**Selected gate families**

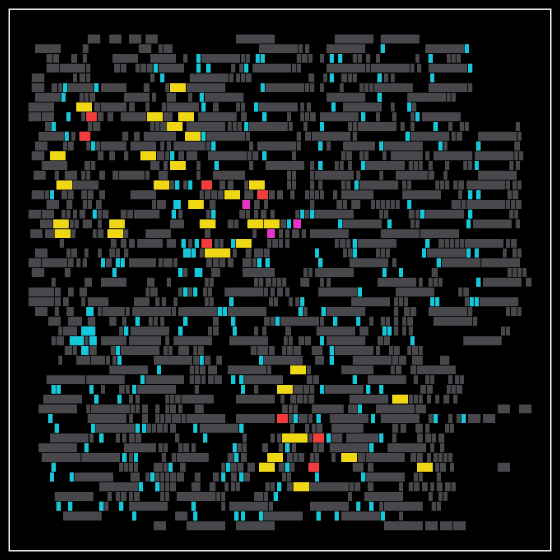
**Signal wires on met2**

Scale bar: 50 um.
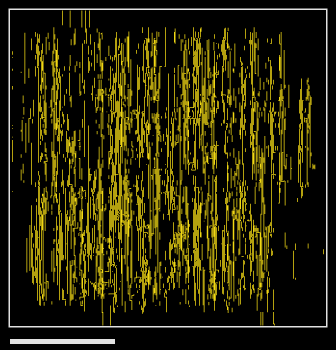
**Where the registers sit**

Scale bar: 50 um. Other sequential cells in the stronger grey, the rest of the logic in the fainter grey.
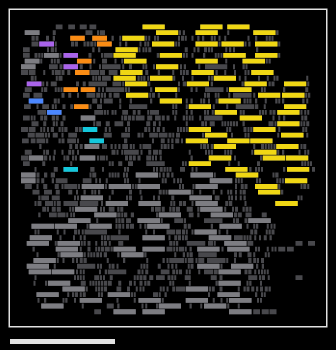
===== src/rtl/lif_step_scheduler_pkg.sv =====
// Shared types and helpers for the time-multiplexed LIF step scheduler.
package lif_step_scheduler_pkg;

    localparam int DATA_W = 8;

    typedef logic [DATA_W-1:0] data_t;

    typedef enum logic [1:0] {
        ST_IDLE,
        ST_SCAN,
        ST_EMIT,
        ST_DONE
    } state_t;

    // Unsigned add clamped at the all-ones value instead of wrapping.
    function automatic data_t sat_add(input data_t a, input data_t b);
        logic [DATA_W:0] sum;
        sum = {1'b0, a} + {1'b0, b};
        return sum[DATA_W] ? {DATA_W{1'b1}} : sum[DATA_W-1:0];
    endfunction

endpackage


===== src/rtl/lif_step_scheduler_if.sv =====
// Control/data bundle between the scheduler and its host: current events,
// threshold writes, step control and the spike output stream.
interface lif_step_scheduler_if #(
    parameter int N_NEUR = 8
);
    import lif_step_scheduler_pkg::*;

    localparam int IDX_W = $clog2(N_NEUR);
    localparam int CNT_W = IDX_W + 1;

    logic             cur_valid;
    logic             cur_ready;
    logic [IDX_W-1:0] cur_idx;
    data_t            cur_data;
    logic             thr_we;
    data_t            thr_data;
    logic             step_start;
    logic             spk_valid;
    logic             spk_ready;
    logic [IDX_W-1:0] spk_idx;
    logic             busy;
    logic             step_done;
    logic [CNT_W-1:0] active_cnt;

    modport master (
        output cur_valid, cur_idx, cur_data, thr_we, thr_data, step_start, spk_ready,
        input  cur_ready, spk_valid, spk_idx, busy, step_done, active_cnt
    );

    modport slave (
        input  cur_valid, cur_idx, cur_data, thr_we, thr_data, step_start, spk_ready,
        output cur_ready, spk_valid, spk_idx, busy, step_done, active_cnt
    );

endinterface


===== src/rtl/lif_step_scheduler_update.sv =====
// Combinational leaky integrate-and-fire update for one neuron; the scheduler
// shares a single instance across all virtual neurons.
module lif_update
    import lif_step_scheduler_pkg::*;
(
    input  data_t i_u,
    input  data_t i_cur,
    input  data_t i_thr,
    output data_t o_u_next,
    output logic  o_spike
);

    // A firing neuron restarts from this step's input; otherwise the membrane
    // leaks by half and integrates the buffered current.
    assign o_spike  = (i_u >= i_thr);
    assign o_u_next = o_spike ? i_cur : sat_add(i_cur, i_u >> 1);

endmodule


===== src/rtl/lif_step_scheduler.sv =====
// Timestep scheduler: walks N_NEUR virtual neurons through one shared LIF
// datapath, skipping quiescent ones and streaming spike indices downstream.
module lif_step_scheduler
    import lif_step_scheduler_pkg::*;
#(
    parameter int N_NEUR = 8,
    parameter int TH_RST = 32
) (
    input  logic                  clk,
    input  logic                  rst_n,
    lif_step_scheduler_if.slave   bus_if
);

    localparam int               IDX_W    = $clog2(N_NEUR);
    localparam int               CNT_W    = IDX_W + 1;
    localparam logic [IDX_W-1:0] LAST_IDX = IDX_W'(N_NEUR - 1);

    state_t           r_state;
    state_t           w_state_next;
    data_t            r_cur_buf [N_NEUR];
    data_t            r_u       [N_NEUR];
    data_t            r_thr;
    logic [IDX_W-1:0] r_idx;
    logic [IDX_W-1:0] r_spk_idx;
    logic [CNT_W-1:0] r_cnt;
    logic [CNT_W-1:0] r_active_cnt;

    data_t w_cur_sel;
    data_t w_u_sel;
    data_t w_u_next;
    logic  w_spike;
    logic  w_skip;
    logic  w_fire;
    logic  w_last;
    logic  w_cur_acc;
    logic  w_cur_ready;
    logic  w_busy;
    logic  w_spk_valid;
    logic  w_step_done;

    assign w_cur_sel = r_cur_buf[r_idx];
    assign w_u_sel   = r_u[r_idx];
    assign w_skip    = (w_cur_sel == '0) && (w_u_sel == '0);
    assign w_fire    = !w_skip && w_spike;
    assign w_last    = (r_idx == LAST_IDX);
    assign w_cur_acc = bus_if.cur_valid && w_cur_ready;

    lif_update u_lif_update (
        .i_u      (w_u_sel),
        .i_cur    (w_cur_sel),
        .i_thr    (r_thr),
        .o_u_next (w_u_next),
        .o_spike  (w_spike)
    );

    // NOTE: every signal driven here gets a default first so no path leaves it
    // unassigned and infers a latch.
    always_comb begin
        w_state_next = r_state;
        w_cur_ready  = 1'b0;
        w_busy       = 1'b1;
        w_spk_valid  = 1'b0;
        w_step_done  = 1'b0;
        case (r_state)
            ST_IDLE: begin
                w_cur_ready = 1'b1;
                w_busy      = 1'b0;
                if (bus_if.step_start) w_state_next = ST_SCAN;
            end
            ST_SCAN: begin
                if (w_fire)      w_state_next = ST_EMIT;
                else if (w_last) w_state_next = ST_DONE;
            end
            ST_EMIT: begin
                w_spk_valid = 1'b1;
                if (bus_if.spk_ready) w_state_next = w_last ? ST_DONE : ST_SCAN;
            end
            ST_DONE: begin
                w_step_done  = 1'b1;
                w_state_next = ST_IDLE;
            end
            default: w_state_next = ST_IDLE;
        endcase
    end

    // NOTE: state registers use non-blocking assignments so every flop samples
    // the pre-edge values regardless of statement order.
    always_ff @(posedge clk) begin
        if (!rst_n) begin
            r_state      <= ST_IDLE;
            r_thr        <= data_t'(TH_RST);
            r_idx        <= '0;
            r_spk_idx    <= '0;
            r_cnt        <= '0;
            r_active_cnt <= '0;
        end else begin
            r_state <= w_state_next;
            case (r_state)
                ST_IDLE: begin
                    if (bus_if.thr_we) r_thr <= bus_if.thr_data;
                    if (bus_if.step_start) begin
                        r_idx <= '0;
                        r_cnt <= '0;
                    end
                end
                ST_SCAN: begin
                    if (!w_skip) r_cnt <= r_cnt + CNT_W'(1);
                    if (w_fire)       r_spk_idx <= r_idx;
                    else if (!w_last) r_idx     <= r_idx + IDX_W'(1);
                end
                ST_EMIT: begin
                    if (bus_if.spk_ready && !w_last) r_idx <= r_idx + IDX_W'(1);
                end
                ST_DONE: r_active_cnt <= r_cnt;
                default: ;
            endcase
        end
    end

    // NOTE: neuron state lives in flops rather than a RAM because every entry
    // must come out of reset cleared; a RAM macro could not be reset this way.
    always_ff @(posedge clk) begin
        if (!rst_n) begin
            for (int i = 0; i < N_NEUR; i++) begin
                r_cur_buf[i] <= '0;
                r_u[i]       <= '0;
            end
        end else if (w_cur_acc) begin
            r_cur_buf[bus_if.cur_idx] <= sat_add(r_cur_buf[bus_if.cur_idx], bus_if.cur_data);
        end else if (r_state == ST_SCAN && !w_skip) begin
            r_u[r_idx]       <= w_u_next;
            r_cur_buf[r_idx] <= '0;
        end
    end

    assign bus_if.cur_ready  = w_cur_ready;
    assign bus_if.busy       = w_busy;
    assign bus_if.spk_valid  = w_spk_valid;
    assign bus_if.step_done  = w_step_done;
    assign bus_if.spk_idx    = r_spk_idx;
    assign bus_if.active_cnt = r_active_cnt;

endmodule


===== src/flat_wrapper.sv =====
// flat-port wrapper written by rule: the top's interface ports become plain ports
module lif_step_scheduler_flat import lif_step_scheduler_pkg::*;
#(
    parameter int N_NEUR = 8,
    parameter int TH_RST = 32
)
  (clk, rst_n, bus_if_cur_valid, bus_if_cur_idx, bus_if_cur_data, bus_if_thr_we, bus_if_thr_data, bus_if_step_start, bus_if_spk_ready, bus_if_cur_ready, bus_if_spk_valid, bus_if_spk_idx, bus_if_busy, bus_if_step_done, bus_if_active_cnt);
  lif_step_scheduler_if #(.N_NEUR(N_NEUR)) bus_if_i ();
  input  logic clk;
  input  logic rst_n;
  input wire logic [$bits(bus_if_i.cur_valid)-1:0] bus_if_cur_valid;
  input wire logic [$bits(bus_if_i.cur_idx)-1:0] bus_if_cur_idx;
  input wire logic [$bits(bus_if_i.cur_data)-1:0] bus_if_cur_data;
  input wire logic [$bits(bus_if_i.thr_we)-1:0] bus_if_thr_we;
  input wire logic [$bits(bus_if_i.thr_data)-1:0] bus_if_thr_data;
  input wire logic [$bits(bus_if_i.step_start)-1:0] bus_if_step_start;
  input wire logic [$bits(bus_if_i.spk_ready)-1:0] bus_if_spk_ready;
  output wire logic [$bits(bus_if_i.cur_ready)-1:0] bus_if_cur_ready;
  output wire logic [$bits(bus_if_i.spk_valid)-1:0] bus_if_spk_valid;
  output wire logic [$bits(bus_if_i.spk_idx)-1:0] bus_if_spk_idx;
  output wire logic [$bits(bus_if_i.busy)-1:0] bus_if_busy;
  output wire logic [$bits(bus_if_i.step_done)-1:0] bus_if_step_done;
  output wire logic [$bits(bus_if_i.active_cnt)-1:0] bus_if_active_cnt;
  assign bus_if_i.cur_valid = bus_if_cur_valid;
  assign bus_if_i.cur_idx = bus_if_cur_idx;
  assign bus_if_i.cur_data = bus_if_cur_data;
  assign bus_if_i.thr_we = bus_if_thr_we;
  assign bus_if_i.thr_data = bus_if_thr_data;
  assign bus_if_i.step_start = bus_if_step_start;
  assign bus_if_i.spk_ready = bus_if_spk_ready;
  assign bus_if_cur_ready = bus_if_i.cur_ready;
  assign bus_if_spk_valid = bus_if_i.spk_valid;
  assign bus_if_spk_idx = bus_if_i.spk_idx;
  assign bus_if_busy = bus_if_i.busy;
  assign bus_if_step_done = bus_if_i.step_done;
  assign bus_if_active_cnt = bus_if_i.active_cnt;
  lif_step_scheduler #(.N_NEUR(N_NEUR), .TH_RST(TH_RST)) u_core (.clk(clk), .rst_n(rst_n), .bus_if(bus_if_i));
endmodule

===== config.mk =====
export PLATFORM = sky130hd
export DESIGN_NAME = lif_step_scheduler_flat
export DESIGN_NICKNAME = d
export VERILOG_FILES = /design/src/rtl/lif_step_scheduler_pkg.sv /design/src/rtl/lif_step_scheduler_if.sv /design/src/rtl/lif_step_scheduler_update.sv /design/src/rtl/lif_step_scheduler.sv /design/src/flat_wrapper.sv
export SDC_FILE = /design/constraint.sdc
export NUM_CORES = 1
export LEC_CHECK = 0
export ABC_AREA = 1
export ABC_CLOCK_PERIOD_IN_PS = 6000
export CAP_MARGIN = 15
export CORE_MARGIN = 5
export CORE_UTILIZATION = 45
export DETAILED_ROUTE_END_ITERATION = 8
export PLACE_DENSITY_LB_ADDON = 0.08
export SETUP_SLACK_MARGIN = 0.05
export SLEW_MARGIN = 20
export SYNTH_ARGS = -nofsm -noshare
export SYNTH_HDL_FRONTEND = slang
export SYNTH_SLANG_ARGS = --single-unit

===== constraint.sdc =====
create_clock -name clk -period 6 [get_ports clk]
set_clock_uncertainty 0.2 [all_clocks]
set_input_delay 1.8 -clock clk [delete_from_list [all_inputs] [get_ports clk]]
set_output_delay 1.8 -clock clk [all_outputs]
set_load 0.02 [all_outputs]

==> qor.yml <==
htree_levels: 4
warnings: 29
grt_max_degree: 80
yosys_cells: 1142
power_mw: 4.207
grt_pass1_vias: 7014
slew_violations: 0
path_buffers: 4
post_cts_buffers: 0
drive_above_1_share: 0.06250
port_buffers: 35
status: "complete, no violations"
ys_warn_count: 0
crit_end: "u_core.r_cur_buf[5][7]"
cts_buffers: 17
fin_tns_setup_ns: 0
drt-initial-drc-count: 655
overflow: 0
p_seq_frac: 0.321
setup_viol: 0
design_area_mm2: 0.01011
min_to: "u_core.bus_if.spk_idx[0]"
max_stage_delay_ns: 0.51
drtAntennaViolNets: 0
relSlewSlack: 0.3965
antenna_found_initial: 0
met3_usage: 0.04967
grtUsageTotal: 0.2281
via_count: 7546
cts_sinks: 155
vias_per_cell: 5.208
fmax_ghz: 0.1921
routed-wl-met2_mm: 11.13
whs_path_depth: 2
hp-class: "register to register"
final_nets: 1228
top_usage_layer: "met2"
endpoint_kind: "register"
ys_area_mm2: 0.008931
coreArea_mm2: 0.01953
p_int_mw: 2.438
fin_crit_ns: 5.206
synth_cell_types: 37
cpMostUsedCell: "nand2_1"
whs_ns: 0.2476
crit_chain: "clkdlybuf4s50_1 -> inv_1 -> buf_4 -> a21oi_1 -> a221oi_1 -> a31oi_1 -> ha_1 -> o21ai_0 -> nand2_1 -> nand2_1 -> nand2_1 -> nand2_1 -> nand2_1 -> nand2_1 -> nand2_1 -> a21oi_1 -> buf_4 -> nand2_1 -> o21ai_1 -> nor2_1"
hold_path.startpoint: "u_core.bus_if.spk_idx[0]"
n_antenna_cell: 0
met1_usage: 0.3309
critPathTopFamily: "buffers and inverters"
area_delta_synth_final_pct: 13.15
die_height_um: 150.9
top_area_cell: "edfxtp_1"
grt_pass1_wl_mm: 39.38
routed-wl-met3_mm: 2.070
combGateArea_mm2: 0.003769
crit_fanout: 19
ys_async_sr_fraction: 0
place_ws_ns: 0.4483
irDropWorstVdd_mv: 0.3171
drt_pass1_iterations: 5
die_w_um: 150.9
synth_top_area_share: 0.4304
drc_errors: 0
worstPathRequired_ns: 5.95
synthCells: 1142
-- 'selected gate families' (at the start) --
| family | colour | cells | most used |
|---|---|---|---|
| XOR/XNOR gates | red | 8 | xor2_1 |
| adder and majority cells | yellow | 32 | ha_1 |
| AND and OR gates | magenta | 3 | or2_2 |
| NOR gates | cyan | 200 | nor2_1 |
Cell Count, Final, Fillers Out: 1449
Top cell excl fill/tap: nand2_1
Comb/total area: 0.3729

-- 'signal wires on met2' (at the start) --
main direction: vertical
share of all routed wire: 44%

-- 'where the registers sit' (at the start) --
| name in the netlist | colour | flops |
|---|---|---|
| `u_core.r_u` | yellow | 64 |
| `u_core.r_thr` | orange | 8 |
| `u_core.r_cnt` | purple | 4 |
| `u_core.r_state` | blue | 2 |
| `u_core.r_idx` | cyan | 3 |
not coloured: 74
Seq. cell area: 0.004385 mm2
fin util: 0.5176
sequential cell area share: 0.4340

logic make-up after synthesis:
| logic type | after synthesis | share of synthesized area |
|---|---|---|
| and+or+nand+nor | 602 | 0.2743 |
| buffers and inverters | 190 | 0.08714 |
| DFF | 155 | 0.4909 |
| AOI/OAI and AO/OA | 155 | 0.09330 |
| xor gates and xnor gates | 8 | 0.007846 |
| adders and majority gates | 32 | 0.04651 |
cell type report:
class / instances / area share
tap: 265 / 0.03281
clock inverter: 13 / 0.01399
multi-input combinational: 797 / 0.3729
clock buffer: 19 / 0.04284
sequential: 155 / 0.4340
inverter: 148 / 0.05497
timing repair buffer: 52 / 0.04853
